[src/rtl/text_overlay_ctrl.sv]
// Text overlay: 16-char buffer rendered via font ROM over a 128x8 pixel window.
// Latency: char_addr/row_addr 1 clock, text_on 2 clocks after drawX/drawY.
// Backpressure: wr_ready low during CLEAR or when clr_req is high. Blink via `TEXT_BLINK_EN.
module text_overlay_ctrl #(
    parameter int TEXT_X0      = 256,
    parameter int TEXT_Y0      = 16,
    parameter int BLINK_FRAMES = 30
) (
    input  logic       clk,
    input  logic       reset,
    input  logic [9:0] drawX,
    input  logic [9:0] drawY,
    input  logic       frame_start,
    input  logic       wr_valid,
    input  logic [3:0] wr_idx,
    input  logic [7:0] wr_char,
    output logic       wr_ready,
    input  logic       clr_req,
    output logic       busy,
    output logic [7:0] char_addr,
    output logic [2:0] row_addr,
    input  logic [7:0] bitmap,
    output logic       text_on
);
    localparam logic [10:0] X_LO = 11'(TEXT_X0);
    localparam logic [10:0] X_HI = 11'(TEXT_X0 + 127);
    localparam logic [10:0] Y_LO = 11'(TEXT_Y0);
    localparam logic [10:0] Y_HI = 11'(TEXT_Y0 + 7);
    localparam logic [7:0]  SPACE = 8'h20;

    typedef enum logic {IDLE, CLEAR} state_t;

    state_t     state, state_nx;
    logic [3:0] clr_idx, clr_idx_nx;
    logic [7:0] char_buf [16];

    logic [9:0] dx, dy;
    logic [3:0] col;
    logic [2:0] pix_bit, row;
    logic       in_win;
    logic [2:0] bit_d;
    logic       in_win_d;
    logic       visible;

    // Compare in 11 bits so coordinates left of / above the window never alias into it.
    assign in_win  = ({1'b0, drawX} >= X_LO) && ({1'b0, drawX} <= X_HI) &&
                     ({1'b0, drawY} >= Y_LO) && ({1'b0, drawY} <= Y_HI);
    assign dx      = drawX - 10'(TEXT_X0);
    assign dy      = drawY - 10'(TEXT_Y0);
    assign col     = dx[6:3];
    assign pix_bit = dx[2:0];
    assign row     = dy[2:0];

    logic unused_coord_bits;
    assign unused_coord_bits = ^{dx[9:7], dy[9:3]};

    assign busy     = (state == CLEAR);
    assign wr_ready = (state == IDLE) && !clr_req;

    always_comb begin
        state_nx   = state;
        clr_idx_nx = clr_idx;
        case (state)
            IDLE: begin
                if (clr_req) begin
                    state_nx   = CLEAR;
                    clr_idx_nx = 4'd0;
                end
            end
            CLEAR: begin
                clr_idx_nx = clr_idx + 4'd1;
                if (clr_idx == 4'd15) state_nx = IDLE;
            end
            default: state_nx = IDLE;
        endcase
    end

    always_ff @(posedge clk) begin
        if (reset) begin
            state   <= CLEAR;
            clr_idx <= 4'd0;
        end else begin
            state   <= state_nx;
            clr_idx <= clr_idx_nx;
        end
    end

    // Buffer has no reset of its own; the reset-entered CLEAR fills it with spaces.
    always_ff @(posedge clk) begin
        if (state == CLEAR)
            char_buf[clr_idx] <= SPACE;
        else if (wr_valid && wr_ready)
            char_buf[wr_idx] <= wr_char;
    end

    always_ff @(posedge clk) begin
        if (reset) begin
            char_addr <= SPACE;
            row_addr  <= 3'd0;
            bit_d     <= 3'd0;
            in_win_d  <= 1'b0;
            text_on   <= 1'b0;
        end else begin
            char_addr <= in_win ? char_buf[col] : SPACE;
            row_addr  <= row;
            bit_d     <= pix_bit;
            in_win_d  <= in_win;
            text_on   <= in_win_d && bitmap[3'd7 - bit_d] && visible;
        end
    end

`ifdef TEXT_BLINK_EN
    localparam int CW = (BLINK_FRAMES > 1) ? $clog2(BLINK_FRAMES) : 1;
    logic [CW-1:0] frame_cnt;

    always_ff @(posedge clk) begin
        if (reset) begin
            frame_cnt <= '0;
            visible   <= 1'b1;
        end else if (frame_start) begin
            if (frame_cnt == CW'(BLINK_FRAMES - 1)) begin
                frame_cnt <= '0;
                visible   <= ~visible;
            end else begin
                frame_cnt <= frame_cnt + 1'b1;
            end
        end
    end
`else
    logic unused_frame_start;
    assign unused_frame_start = frame_start;
    assign visible = 1'b1;
`endif

endmodule

[config.mk]
export PLATFORM = sky130hd
export DESIGN_NAME = text_overlay_ctrl
export DESIGN_NICKNAME = d
export VERILOG_FILES = /design/src/rtl/text_overlay_ctrl.sv
export SDC_FILE = /design/constraint.sdc
export NUM_CORES = 1
export LEC_CHECK = 0
export CAP_MARGIN = 20
export CORE_ASPECT_RATIO = 0.6
export CORE_MARGIN = 2
export CORE_UTILIZATION = 44
export DETAILED_ROUTE_END_ITERATION = 8
export MAX_ROUTING_LAYER = met4
export PLACE_DENSITY = 0.69
export SLEW_MARGIN = 20
export SYNTH_ARGS = -nofsm -noshare
export SYNTH_HDL_FRONTEND = slang
export SYNTH_SLANG_ARGS = --single-unit
[constraint.sdc]
create_clock -name clk -period 2 [get_ports clk]
set_input_delay 0.6 -clock clk [delete_from_list [all_inputs] [get_ports clk]]
set_output_delay 0.6 -clock clk [all_outputs]
set_load 0.02 [all_outputs]
Figure 1. Signal wires on met3.
(4 px per um)
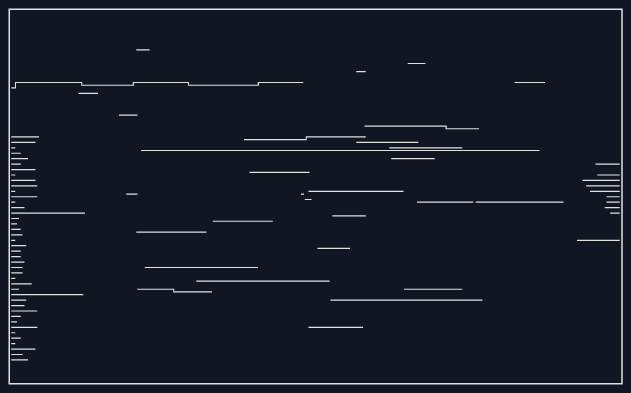
share of all routed wire: 6.5%
nets with wire on the layer: 68
longest straight run: 99.4 um
wire length on this layer: 788 um

Figure 2. Metal layers overlaid.
(2 px per um)
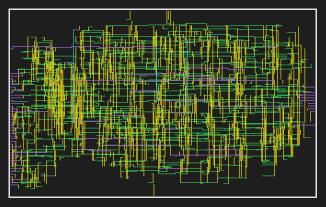
[metal 1] green | wire length: 5480 um
[metal 3] purple | wire length: 788 um
[metal 2] yellow | wire length: 5830 um
[metal 4] cyan | wire length: 110 um

Figure 3. Clock wires, drivers and flops.
(4 px per um)
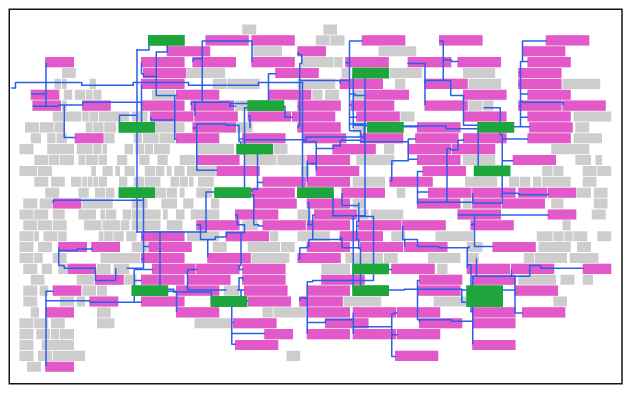
[clock wires] blue | length: 1690 um
[flip-flops] magenta | count: 149
[clock drivers] green | count: 17
flops lie: spread over the die

Figure 4. Gate-type map.
(2 px per um)
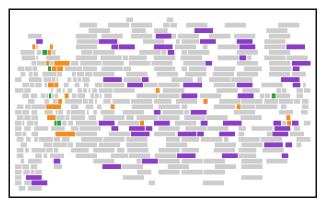
[nand cells] green | cells: 6 | where: middle left
[aoi and oai cells] orange | cells: 21
[mux cells] purple | cells: 52

Figure 5. Clock wiring as the flow saved it.
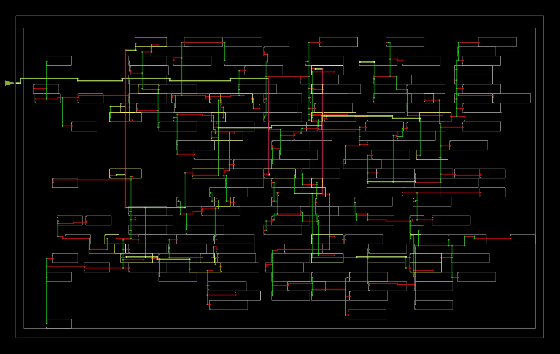
Clock Skew: 0.00862 ns
Seq cells: 149
clk sinks: 149

==> impl_metrics.ini <==
; physical design summary
[worst_setup_path]
crit_family = buffers and inverters
worstPathRequired_ns = 2.18
crit_path_top_delay_cell = clkdlybuf4s50_1
worstSetupEndpoint = char_buf[13][7]
crit_path_start = wr_valid
regToRegEndpoint = char_buf[8][7]
path_depth = 9
r2r_slack_ns = 0.19
path_max_fanout = 8
cp-start-kind = primary input
crit_type = in2reg
worstPathArrival_ns = 2.22
end_kind = flop

[clock_network]
cts_buffers = 17
clockBufferDepth = 2
insertion_delay_ns = 0.43
clk_pin_slew_ns = 0.07
cts_hold_buf = 0

[floorplanning]
ioPinCount = 59
tap_cells = 170
initCoreUtil = 0.453
dieHeight_um = 93.3

[logic_synthesis]
edf_count = 128
async_flop_share = 0
ys_cells = 299
post-synth-top-area-cell = edfxtp_1
netlist_area_mm2 = 0.00584
numSynthFlops = 149
yosys_area_mm2 = 0.00584
mux_share = 0.171
adder_share = 0.00214
topCellsByArea = edfxtp_1 66%, mux4_2 7.7%, dfxtp_1 7.2%, mux4_1 6.3%, mux2i_1 2.7%
syn_nets = 345
yosys_warnings = 0
synthTopLogicFamily = multiplexers
xor_share = 0
synthCells = 299
avgSynthCellArea_um2 = 19.5
ys_sh_simple = 0.0505
ys_types = 36
synth_seq_share = 0.730
compound_area_frac = 0.0246
ff_type = edfxtp_1
netlist_top_cells_count = 128 x edfxtp_1, 21 x dfxtp_1, 21 x nor2_1, 20 x mux4_2, 16 x mux2i_1

[power]
p_sw_frac = 0.234
power_clock_uw = 3080
p_leak_uw = 0.00291
power_leader = sequential cells
switching_power_uw = 1620
vdd_drop_max_mv = 0.653
power.density_mw_per_mm2 = 893
seq_power_uw = 3410
p_total_uw = 6940
sequentialPowerShare = 0.492
p_comb_frac = 0.064

[timing]
rsz0062_at_grt = true
setup_tns_ns = -0.364
clock.fmax_mhz = 490
fin_ws_ns = -0.0407
slew_headroom = 0.662
period_needed_ns = 2.04
final-setup-viol-count = 16
finalHoldViolations = 0

[layout]
clockNetworkAreaShare = 0.0743
lay_top_cells = 128 x edfxtp_1, 50 x clkdlybuf4s50_1, 32 x buf_4
syn_to_final_growth_pct = 32.9
fin_nets = 455
inv_count = 5
comb_share = 0.205
fill_cells = 932
bufAreaShareNonClock = 0.142
seq-cell-share = 0.549
layout_top_cell = edfxtp_1
seq_area_mm2 = 0.00426

[routing]
antenna_left = 0
drtPass1Iterations = 4
via_count = 3168
drt_wl_total_um = 12200
drc = 0

[grt]
overflow = 0
grt_max_degree = 19

[placement]
gp_congestion = 0.833
io_buffers = 57
hpwl_um = 8240

[worst_hold_path]
min_to = text_on
hp-class = reg2reg

[run]
openroad.warnings = 30

[outcome]
status = finished with violations
violations = negative setup slack
==> layer usage <==
layer	wire length, um	track usage	part of all wire	vias up
met1	5480	0.243	0.45	1598
met5	0	-	0	-
li1	-	-	-	1451
met2	5830	0.290	0.48	109
met3	787	0.0487	0.064	10
met4	109	0.0648	0.0089	0
==> registers in the layout, summed over array words and instances (netlist names) <==
signal and cells:
in_win_d 1, busy 1, bit_d 3, char_addr 8, text_on 1, clr_idx 4
row_addr 3, char_buf 128
==> worst register-to-register path, delay by kind of cell (launching register included) <==
kind / cells / cell delay, ns
buf+inv: 3 / 0.54
compound gates: 1 / 0.16
flops: 1 / 0.38
simple gates: 2 / 0.45
==> repair_timing <==
action / in CTS / in global routing
setup endpoints to repair: 73 / 140
pin swaps: 0 / 1
setup buffers: 0 / 0
gates resized: 19 / 23
cloned: 0 / 1
